### config.mk
export PLATFORM = sky130hd
export DESIGN_NAME = ex_mem_skid_reg
export DESIGN_NICKNAME = d
export VERILOG_FILES = /design/src/rtl/ex_mem_skid_reg.sv
export SDC_FILE = /design/constraint.sdc
export NUM_CORES = 1
export LEC_CHECK = 0
export CAP_MARGIN = 10
export CORE_MARGIN = 3
export CORE_UTILIZATION = 53
export CTS_BUF_LIST = sky130_fd_sc_hd__clkbuf_8
export CTS_CLUSTER_DIAMETER = 40
export DETAILED_ROUTE_END_ITERATION = 10
export PLACE_DENSITY = 0.83
export SLEW_MARGIN = 20
export SYNTH_ARGS = -nofsm -noshare
export SYNTH_HDL_FRONTEND = slang
export SYNTH_SLANG_ARGS = --single-unit
export TNS_END_PERCENT = 50
### constraint.sdc
create_clock -name clk -period 2.3 [get_ports clk]
set_clock_uncertainty 0.15 [all_clocks]
set_input_delay 0.23 -clock clk [delete_from_list [all_inputs] [get_ports clk]]
set_output_delay 0.23 -clock clk [all_outputs]
set_load 0.02 [all_outputs]
### src/rtl/ex_mem_skid_reg.sv
// ============================================================================
// ex_mem_skid_reg
//   Execute -> Memory pipeline boundary built as a 2-entry skid buffer.
//   The main entry always drives the Memory-side outputs. The skid entry
//   catches one extra instruction when Memory stalls, so ready_e is purely
//   registered (state != FULL) and no combinational path runs from ready_m
//   back into Execute. A synchronous flush empties the buffer.
//
//   Optional feature (macro EX_MEM_STALL_CNT_EN): adds a saturating 16-bit
//   counter of cycles where valid_m is high and ready_m is low.
//
// Ports
//   clk, rst_n            rising-edge clock, asynchronous active-low reset
//   valid_e / ready_e     Execute-side handshake (ready_e registered)
//   alu_out_e, wdata_e,
//   pc_plus4_e, rd_e,
//   regwrite_e,
//   memwrite_e,
//   resultsrc_e           payload from Execute
//   flush                 synchronous kill of all held entries
//   valid_m / ready_m     Memory-side handshake
//   alu_out_m, wdata_m,
//   pc_plus4_m, rd_m,
//   resultsrc_m           head payload toward Memory
//   regwrite_m,
//   memwrite_m            head write enables, forced 0 when !valid_m
//   stall_cnt             (EX_MEM_STALL_CNT_EN only) Memory stall cycles
// ============================================================================
module ex_mem_skid_reg #(
    parameter int DATA_WIDTH = 32,
    parameter int REG_AW     = 5
) (
    input  logic                  clk,
    input  logic                  rst_n,
    input  logic                  valid_e,
    output logic                  ready_e,
    input  logic [DATA_WIDTH-1:0] alu_out_e,
    input  logic [DATA_WIDTH-1:0] wdata_e,
    input  logic [DATA_WIDTH-1:0] pc_plus4_e,
    input  logic [REG_AW-1:0]     rd_e,
    input  logic                  regwrite_e,
    input  logic                  memwrite_e,
    input  logic [1:0]            resultsrc_e,
    input  logic                  flush,
    output logic                  valid_m,
    input  logic                  ready_m,
    output logic [DATA_WIDTH-1:0] alu_out_m,
    output logic [DATA_WIDTH-1:0] wdata_m,
    output logic [DATA_WIDTH-1:0] pc_plus4_m,
    output logic [REG_AW-1:0]     rd_m,
    output logic [1:0]            resultsrc_m,
`ifdef EX_MEM_STALL_CNT_EN
    output logic [15:0]           stall_cnt,
`endif
    output logic                  regwrite_m,
    output logic                  memwrite_m
);

    // Packed payload layout: {alu_out, wdata, pc_plus4, rd, regwrite, memwrite, resultsrc}
    localparam int PW = 3*DATA_WIDTH + REG_AW + 4;

    localparam logic [1:0] EMPTY = 2'd0;
    localparam logic [1:0] ONE   = 2'd1;
    localparam logic [1:0] FULL  = 2'd2;

    logic [1:0]    state_q, state_d;
    logic [PW-1:0] main_q, main_d;
    logic [PW-1:0] skid_q, skid_d;
    logic [PW-1:0] in_pkt;
    logic          acc_in, acc_out;
    logic          head_regwrite, head_memwrite;

    assign in_pkt = {alu_out_e, wdata_e, pc_plus4_e, rd_e,
                     regwrite_e, memwrite_e, resultsrc_e};

    // ------------------------------------------------------------------
    // State and payload registers
    // ------------------------------------------------------------------
    always_ff @(posedge clk or negedge rst_n) begin
        if (!rst_n) begin
            state_q <= EMPTY;
            main_q  <= '0;
            skid_q  <= '0;
        end else begin
            state_q <= state_d;
            main_q  <= main_d;
            skid_q  <= skid_d;
        end
    end

    // ------------------------------------------------------------------
    // Next-state and payload-load logic
    // ------------------------------------------------------------------
    always_comb begin
        state_d = state_q;
        main_d  = main_q;
        skid_d  = skid_q;
        unique case (state_q)
            EMPTY: begin
                if (acc_in) begin
                    state_d = ONE;
                    main_d  = in_pkt;
                end
            end
            ONE: begin
                if (acc_in && acc_out) begin
                    main_d = in_pkt;
                end else if (acc_in) begin
                    state_d = FULL;
                    skid_d  = in_pkt;
                end else if (acc_out) begin
                    state_d = EMPTY;
                end
            end
            FULL: begin
                if (acc_out) begin
                    state_d = ONE;
                    main_d  = skid_q;
                end
            end
            default: state_d = EMPTY;
        endcase
        // Flush discards any same-cycle capture; the head handed to Memory
        // this cycle has already been sampled there, so nothing to undo.
        // Payload is left stale and hidden behind valid_m.
        if (flush) begin
            state_d = EMPTY;
            main_d  = main_q;
            skid_d  = skid_q;
        end
    end

    // ------------------------------------------------------------------
    // Outputs (from registered state only)
    // ------------------------------------------------------------------
    always_comb begin
        valid_m = (state_q != EMPTY);
        ready_e = (state_q != FULL);
    end

    assign acc_in  = valid_e & ready_e;
    assign acc_out = valid_m & ready_m;

    assign {alu_out_m, wdata_m, pc_plus4_m, rd_m,
            head_regwrite, head_memwrite, resultsrc_m} = main_q;

    // Stale payload must never cause a write downstream.
    assign regwrite_m = head_regwrite & valid_m;
    assign memwrite_m = head_memwrite & valid_m;

`ifdef EX_MEM_STALL_CNT_EN
    logic [15:0] stall_cnt_q, stall_cnt_d;

    always_comb begin
        stall_cnt_d = stall_cnt_q;
        if (valid_m && !ready_m && (stall_cnt_q != 16'hFFFF))
            stall_cnt_d = stall_cnt_q + 16'd1;
    end

    always_ff @(posedge clk or negedge rst_n) begin
        if (!rst_n) stall_cnt_q <= '0;
        else        stall_cnt_q <= stall_cnt_d;
    end

    assign stall_cnt = stall_cnt_q;
`endif

endmodule
==> deck_impl_summary.md, run 1 <==
Physical Implementation Snapshot

Logic synthesis
  • YS warnings: 0
  • Top non-seq family: multiplexers
  • Post-Syn Instances: between 600 and 700
  • Post-synth net total: 792
  • Yosys synthesis chip area: roughly 10000 sq um
  • Mux share: between 30% and 40%
  • XORs/XNORs by Area: 0%
  • Cell area after synthesis: 10130 sq um
  • Yosys Instances: between 600 and 700

Clocking
  • CTS resizes: 4
  • CTS tree: built
  • Clk slew on worst S/H paths: around 0.06 ns
  • Late-Pin Clk Latency: between 0.5 and 0.6 ns
  • H-Tree Depth: 2
  • CTS max path bufs: 3
  • CTS Hold Buffers Added: 1
  • CTS Buf Count: 39
  • Root buffer cell: clkbuf_8
  • Setup bufs post-CTS: 0

Final layout
  • Util after Layout: around 69%
  • ANT cells: 0
  • Comb/total area: between 20% and 30%
  • Most frequent cells in the layout: clkdlybuf4s50_1, dfrtp_1, mux2_2
  • Signal buf overhead: roughly 20%
  • Biggest Area Class: sequential cells
  • FILL cells: 1230
  • Multi-input gates: between 300 and 400
  • Final non-filler cell total: 1088
  • Area delta synth->final: 25.81%
  • Comb. cell area: about 3800 sq um
  • Post-layout instance area: 12740 sq um
  • CLK BUF: 51
  • Non-clk bufs: 244

Critical path
  • Crit path launch type: flip-flop
  • CP Max Fanout: 6
  • Family with the most delay on the worst path: simple AND/OR/NAND/NOR gates
  • Worst EP arrival: ~1.9 ns
  • Kind of critical path: flip-flop to output port
  • Critical Path Source: state_q[0]$_DFFE_PN0P_
  • Critical path buffers and inverters: 1
  • Critical path's slowest cell: dfrtp_1
  • R2r setup slk: 0.13 ns
  • Max stage delay on crit path: 0.46 ns
  • Crit path capture type: output port
  • Critical R2R Launch: state_q[0]$_DFFE_PN0P_
  • R2r worst-path depth: 5

Floorplanning
  • Die Width: approximately 140 um
  • I/O pins: roughly 220
  • N_taps: about 230
  • Core box area: about 18000 sq um

Flow run
  • Max-Cap Viols: 0

Pwr
  • P_clk: between 3000 and 4000 uW
  • Leak Pwr: 0.005434 uW
  • Int Power: between 8000 and 9000 uW
  • Comb power: about 2800 uW
  • Top pwr grp: registers
  • Clock share of power: between 30 and 40%
  • Comb pwr share: 24.2%
  • Switch Pwr: roughly 3200 uW
  • Worst vdd ir: between 0.6 and 0.7 mV

Placement
  • Inst Count DP: slightly above 1000
  • Setup WS pre-CTS: -0.03207 ns
  • Half-perimeter wire length after placement: 14.40 mm
  • Gpl congestion: around 0.77

STA
  • Rel. slew slack: around 64%
  • Setup tns final: 0 ns
  • Final setup violation count: 0
  • Peak Freq: around 0.45 GHz
  • Final min period: 2.238 ns
  • Final hold vios: 0
  • Slew Viols, Final: 0

Routing
  • WL met2: just over 10 mm
  • Uppermost routed layer: met4
  • Drt pass-1 iters: 4
  • Antenna-violating nets left: 0
  • DRT met1 WL: around 8.6 mm
  • Initial DRC Count: between 150 and 200
  • Metal3 WL: roughly 1.9 mm

Global routing
  • Met2 GRT Util: between 30% and 40%
  • Largest net degree at the start of global routing: slightly above 70
  • Antenna violations before repair: 0
  • Vias in the first global route: ~6600

Run status
  • Status: finished clean
## run 1: synthesized netlist by cell type (all sizes together)
cell type | instances | area share (%)
nor3 | 1 | 0.049
nand2b | 1 | 0.062
nor3b | 1 | 0.12
o21a | 1 | 0.074
or2 | 1 | 0.062
mux2 | 315 | 36
nand3b | 1 | 0.074
nand2 | 2 | 0.074
nor2b | 2 | 0.15
nor2 | 1 | 0.037
dfrtp | 212 | 52
inv | 1 | 0.037
a21oi | 3 | 0.19
and2 | 2 | 0.12
buf | 137 | 10
o22a | 1 | 0.086
## run 1: cells by family after synthesis
logic type	Yosys count
simple gates	12
buf+inv	138
compound gates	5
mux	315
flops	212
## run 1: flip-flops by register name, indices dropped and copies added (netlist names)
signal and cells:
main_q 105, skid_q 105, state_q 2
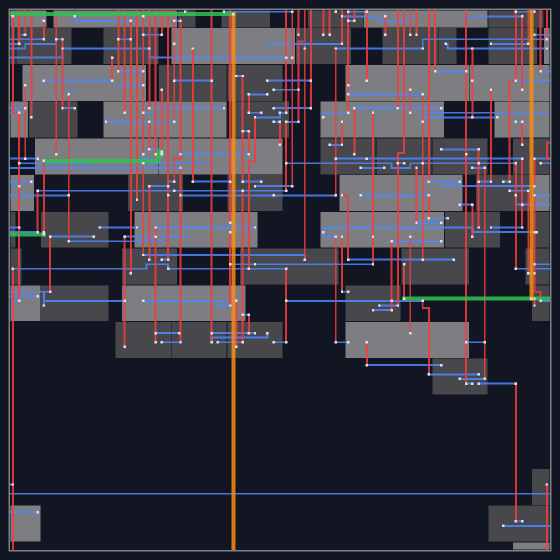
*Close-up of the layout, run 1*
Region (52, 81) to (92, 121) um. Cells in grey, sequential cells in the stronger grey; small squares are vias.
met3: in green. met1: in blue. met2: in red. met4: in orange.
Most frequent: mux2_2 (14), dfrtp_1 (13), mux2_1 (6). Netlist names of flops here include main_q (7), skid_q (6). Sequential cells in the window: 13. 43 logic cells have their middle in the window.

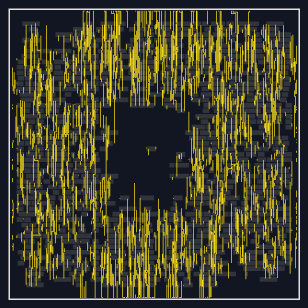
*M2 wires, run 1*
Drawn at 2 px/um.
The wires run mostly vertical. The layer holds 49% of the routed length. The longest straight run is 46.7 um. 905 nets have wire on it. The layer carries 10400 um of wire.
Post-Route WL: 21.20 mm
via count: 5761

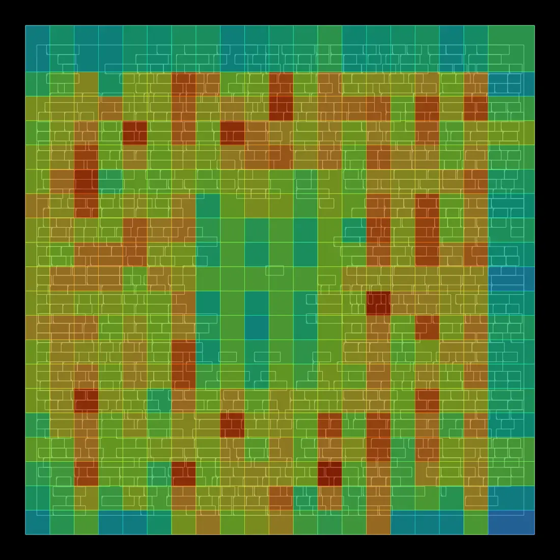
*Routing congestion, run 1*
WL/cell: 19.49 um
GR Util met3: 7.672%
GR Layer Usage met1: 25.09%
GRT Max-Usage Layer: met2
gr usage total: 20.45%

==> run 2, diff against run 1 <==
--- a/config.mk
+++ b/config.mk
@@ -6,6 +6,7 @@
 export NUM_CORES = 1
 export LEC_CHECK = 0
 export CAP_MARGIN = 10
+export CORE_ASPECT_RATIO = 0.75
 export CORE_MARGIN = 3
 export CORE_UTILIZATION = 53
 export CTS_BUF_LIST = sky130_fd_sc_hd__clkbuf_8
==> deck_impl_summary.md, run 2 <==
Physical Implementation Snapshot

Logic synthesis
  • Mux share: 36.13%
  • Commonest flop: dfrtp_1
  • Dominant cell type by area after synthesis: dfrtp_1
  • Top non-seq family: multiplexers
  • XORs/XNORs by Area: 0%
  • Post-synth net total: slightly below 800
  • Top cells, area: dfrtp_1, mux2_2, mux2_1
  • Async set-reset flop share out of synthesis: 100.0%
  • Max-area cell share: between 50% and 60%
  • Post-Syn Instances: ~680
  • Commonest cells post-synth: dfrtp_1, mux2_2, buf_4, mux2_1, mux2_4

STA
  • Setup tns final: 0 ns
  • Rel. slew slack: 60.12%
  • Peak Freq: around 0.45 GHz
  • Final min period: 2.213 ns
  • Slew Viols, Final: 0

Critical path
  • Critical path's slowest cell: clkdlybuf4s50_1
  • Family with the most delay on the worst path: buffers and inverters
  • Worst EP arrival: about 1.8 ns
  • R2r worst-path depth: 5
  • Critical Path Source: state_q[0]$_DFFE_PN0P_
  • Crit path launch type: flip-flop
  • Crit path capture type: output port
  • CP Max Fanout: 6
  • Critical R2R Launch: state_q[0]$_DFFE_PN0P_
  • Max stage delay on crit path: ~0.55 ns
  • Critical path buffers and inverters: 1
  • Kind of critical path: flip-flop to output port

Final layout
  • Post-layout instance area: ~13000 sq um
  • Final non-filler cell total: 1091
  • Area delta synth->final: 24.66%
  • ANT cells: 0
  • Most frequent cells in the layout: clkdlybuf4s50_1, dfrtp_1, mux2_2
  • Largest registers: main_q x105, skid_q x105, state_q x2

Routing
  • Via count: between 5000 and 6000
  • Uppermost routed layer: met4
  • WL met2: a little over 10 mm
  • Drt pass-1 iters: 4
  • DRT met1 WL: roughly 9.3 mm
  • Metal3 WL: 1.355 mm
  • Antenna-violating nets left: 0

Global routing
  • Largest net degree at the start of global routing: just under 70
  • GR Layer Usage met1: between 20% and 30%
  • Vias in the first global route: 6421
  • GRT Max-Usage Layer: met2

Clocking
  • CTS Buf Count: 35
  • Root buffer cell: clkbuf_8
  • CTS tree: built
  • Late-Pin Clk Latency: 0.50 ns

Placement
  • Half-perimeter wire length after placement: between 10 and 15 mm
  • Gpl congestion: 0.7515
  • Inst Count DP: about 1000

Run status
  • Status: finished clean

Flow run
  • Max-Cap Viols: 0

Floorplanning
  • I/O pins: 217
  • Core box area: roughly 19000 sq um

Pwr
  • Leak Pwr: 0.005355 uW
## run 2: timing repair
action	4_1_cts	5_1_grt
buffers inserted	0	0
setup endpoints to repair	3	0
hold buffers	1	0
gates resized	4	0
hold endpoints to repair	70	0
## run 2: cell type report
cell class | count | area [sq um]
Fill cell | 1266 | 5989
Sequential cell | 212 | 5306
Multi-Input combinational cell | 332 | 3792
Timing Repair Buffer | 241 | 2527
Clock buffer | 44 | 605.6
Tap cell | 247 | 309.0
Clock inverter | 14 | 81.33
Inverter | 1 | 3.754
## run 2: kinds of logic after synthesis
group | count (synthesis)
AOI/OAI and AO/OA | 5
and+or+nand+nor | 12
DFF | 212
muxes | 315
buffers and inverters | 138
## run 2: report_power, final
group	internal (uW)	leakage, uW	switching (uW)
combinational	1610	0.00241	1170
clock	1820	0.000397	1440
sequential	4640	0.00255	497
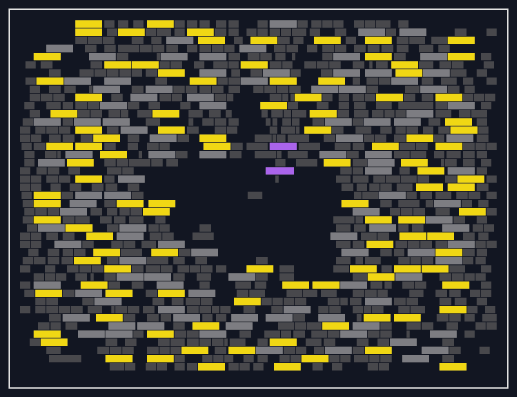
*Where the registers sit, run 2*
Drawn at 3 px/um. Other sequential cells in the stronger grey, the rest of the logic in the fainter grey.
main_q: in yellow, flops 105, where widely spread. state_q: in purple, flops 2.

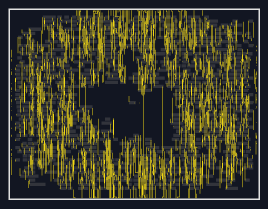
*M2 wires, run 2*
Drawn at 1.5 px/um.
The layer holds 48% of the routed length. The longest straight run is 72.1 um. The layer carries 10100 um of wire.

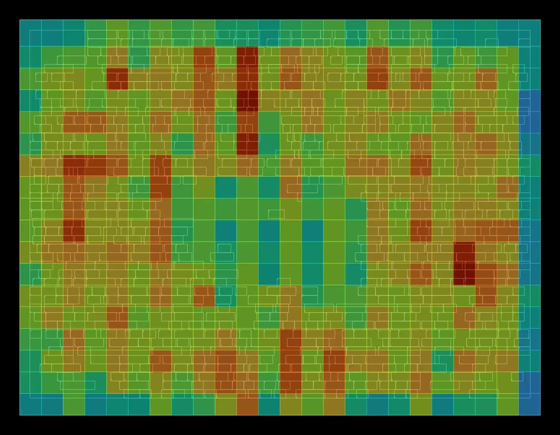
*Routing congestion, run 2*
met2 GRT Util: 32.88%
WL/cell: 19.36 um
gr usage total: 20.15%
Util after Layout: 67.83%

==> run 3, diff against run 2 <==
--- a/config.mk
+++ b/config.mk
@@ -12,6 +12,7 @@
 export CTS_BUF_LIST = sky130_fd_sc_hd__clkbuf_8
 export CTS_CLUSTER_DIAMETER = 40
 export DETAILED_ROUTE_END_ITERATION = 10
+export GPL_ROUTABILITY_DRIVEN = 0
 export PLACE_DENSITY = 0.83
 export SLEW_MARGIN = 20
 export SYNTH_ARGS = -nofsm -noshare
==> deck_impl_summary.md, run 3 <==
Physical Implementation Snapshot

Logic synthesis
  • Commonest flop: dfrtp_1
  • Commonest cells post-synth: dfrtp_1, mux2_2, buf_4, mux2_1, mux2_4
  • Yosys synthesis chip area: between 10000 and 15000 sq um
  • Max-area cell share: a little over half
  • Cell area after synthesis: a little over 10000 sq um
  • Mux share: 36.13%
  • Post-synth net total: between 700 and 800
  • XORs/XNORs by Area: 0%
  • Synth top cell by count: dfrtp_1
  • Async set-reset flop share out of synthesis: 100.0%
  • Flip-flops with a built-in enable: 0

Run status
  • Status: finished clean

Pwr
  • Clock share of power: 29.2%
  • Worst vdd ir: between 0.5 and 0.6 mV
  • Comb power: 2770 uW
  • P_clk: 3260 uW
  • Switch Pwr: between 3000 and 4000 uW

Global routing
  • Antenna violations before repair: 0
  • Largest net degree at the start of global routing: around 70
  • GRT Max-Usage Layer: met2
  • Gr usage total: 20.15%

STA
  • Slew Viols, Final: 0
  • Final hold vios: 0

Critical path
  • Family with the most delay on the worst path: buffers and inverters
  • Critical path buffers and inverters: 1
  • Crit path launch type: flip-flop
  • Critical R2R Launch: state_q[0]$_DFFE_PN0P_
  • CP Max Fanout: 6
  • Worst EP arrival: 1.83 ns
  • R2r setup slk: 0.26 ns

Clocking
  • H-Tree Depth: 2
  • CTS Buf Count: 35
  • Clk slew on worst S/H paths: about 0.070 ns
  • Setup bufs post-CTS: 0

Routing
  • Post-Route WL: 21.12 mm
  • Via count: approximately 5700
  • Initial DRC Count: ~240
  • WL/cell: between 15 and 20 um
  • Metal3 WL: roughly 1.4 mm

Final layout
  • Util after Layout: 67.83%
  • Area delta synth->final: 24.66%

Placement
  • Half-perimeter wire length after placement: approximately 14 mm

Floorplanning
  • I/O pins: ~220
[run 3: cell counts in the layout (fill, tap and decap cells not counted)]
No cell type changed its count.
[run 3: through the flow]
stage | setup TNS, ns | instances
finish | 0 | 1091
global route | 0 | 1091
CTS | 0 | 1091
detailed placement | -0.8151 | 1031
global placement | 0 | 1031
floorplan | 0 | 682
[run 3: cell type report]
type | instances | area, sq um
fillers | 1266 | 5989
flip-flops and latches | 212 | 5306
multi-input cells | 332 | 3792
repair buffers | 241 | 2527
clock buffers | 44 | 605.6
well taps | 247 | 309.0
clock inverters | 14 | 81.33
inverters | 1 | 3.754
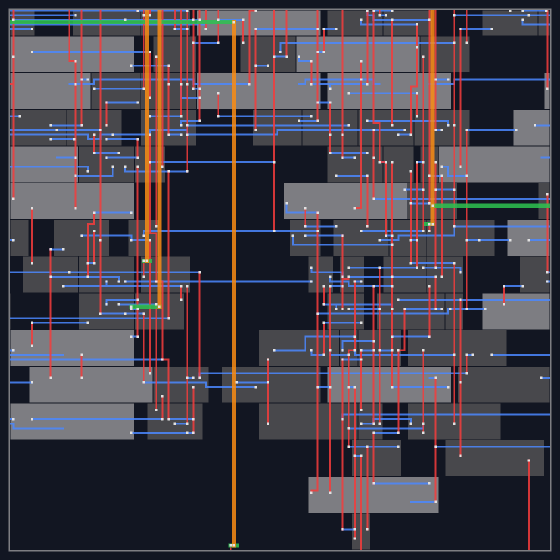
*Close-up of the layout, run 3*
Region (63, 68) to (103, 108) um. Cells in grey, sequential cells in the stronger grey; small squares are vias.
met2: in red. met4: in orange. met1: in blue. met3: in green.
Sequential cells in the window: 16. 73 logic cells have their middle in the window. Netlist names of flops here include main_q (8), skid_q (6), state_q (2). Most frequent: mux2_2 (16), dfrtp_1 (15), clkdlybuf4s50_1 (10).

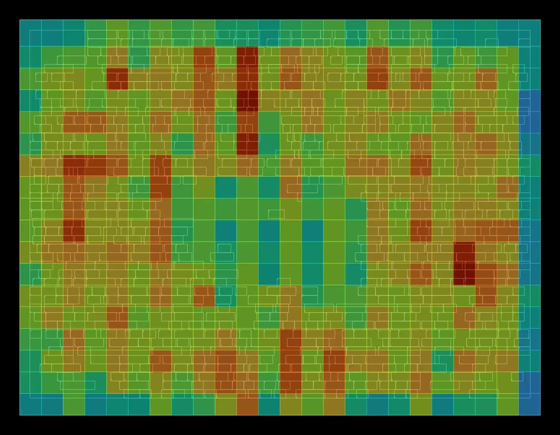
*Routing congestion, run 3*
GR Layer Usage met1: 26.51%
GR Util met3: 6.024%

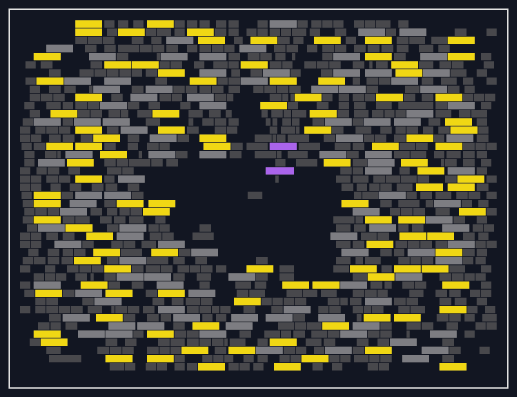
*Where the registers sit, run 3*
Drawn at 3 px/um. Other sequential cells in the stronger grey, the rest of the logic in the fainter grey.
state_q: in purple, flops 2. main_q: in yellow, flops 105, where widely spread.


==> screenshots <==
Selected gate families.
Drawn at 3 px/um.
image #1
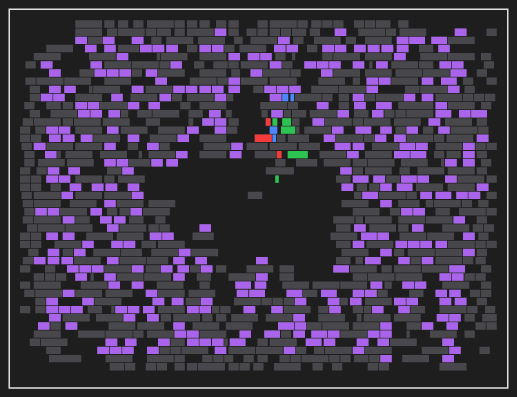
image #2
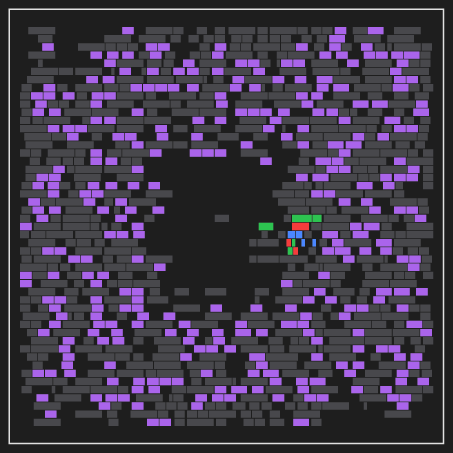
image #1: run 2
image #2: run 1

Key to image #2:
NAND gates: in blue, cells 4. multiplexers: in purple, cells 315, where widely spread. NOR gates: in green, cells 5. inverting AOI/OAI gates: in red, cells 3.

Power figures rest on the tool's default switching activity, not on a simulated workload.
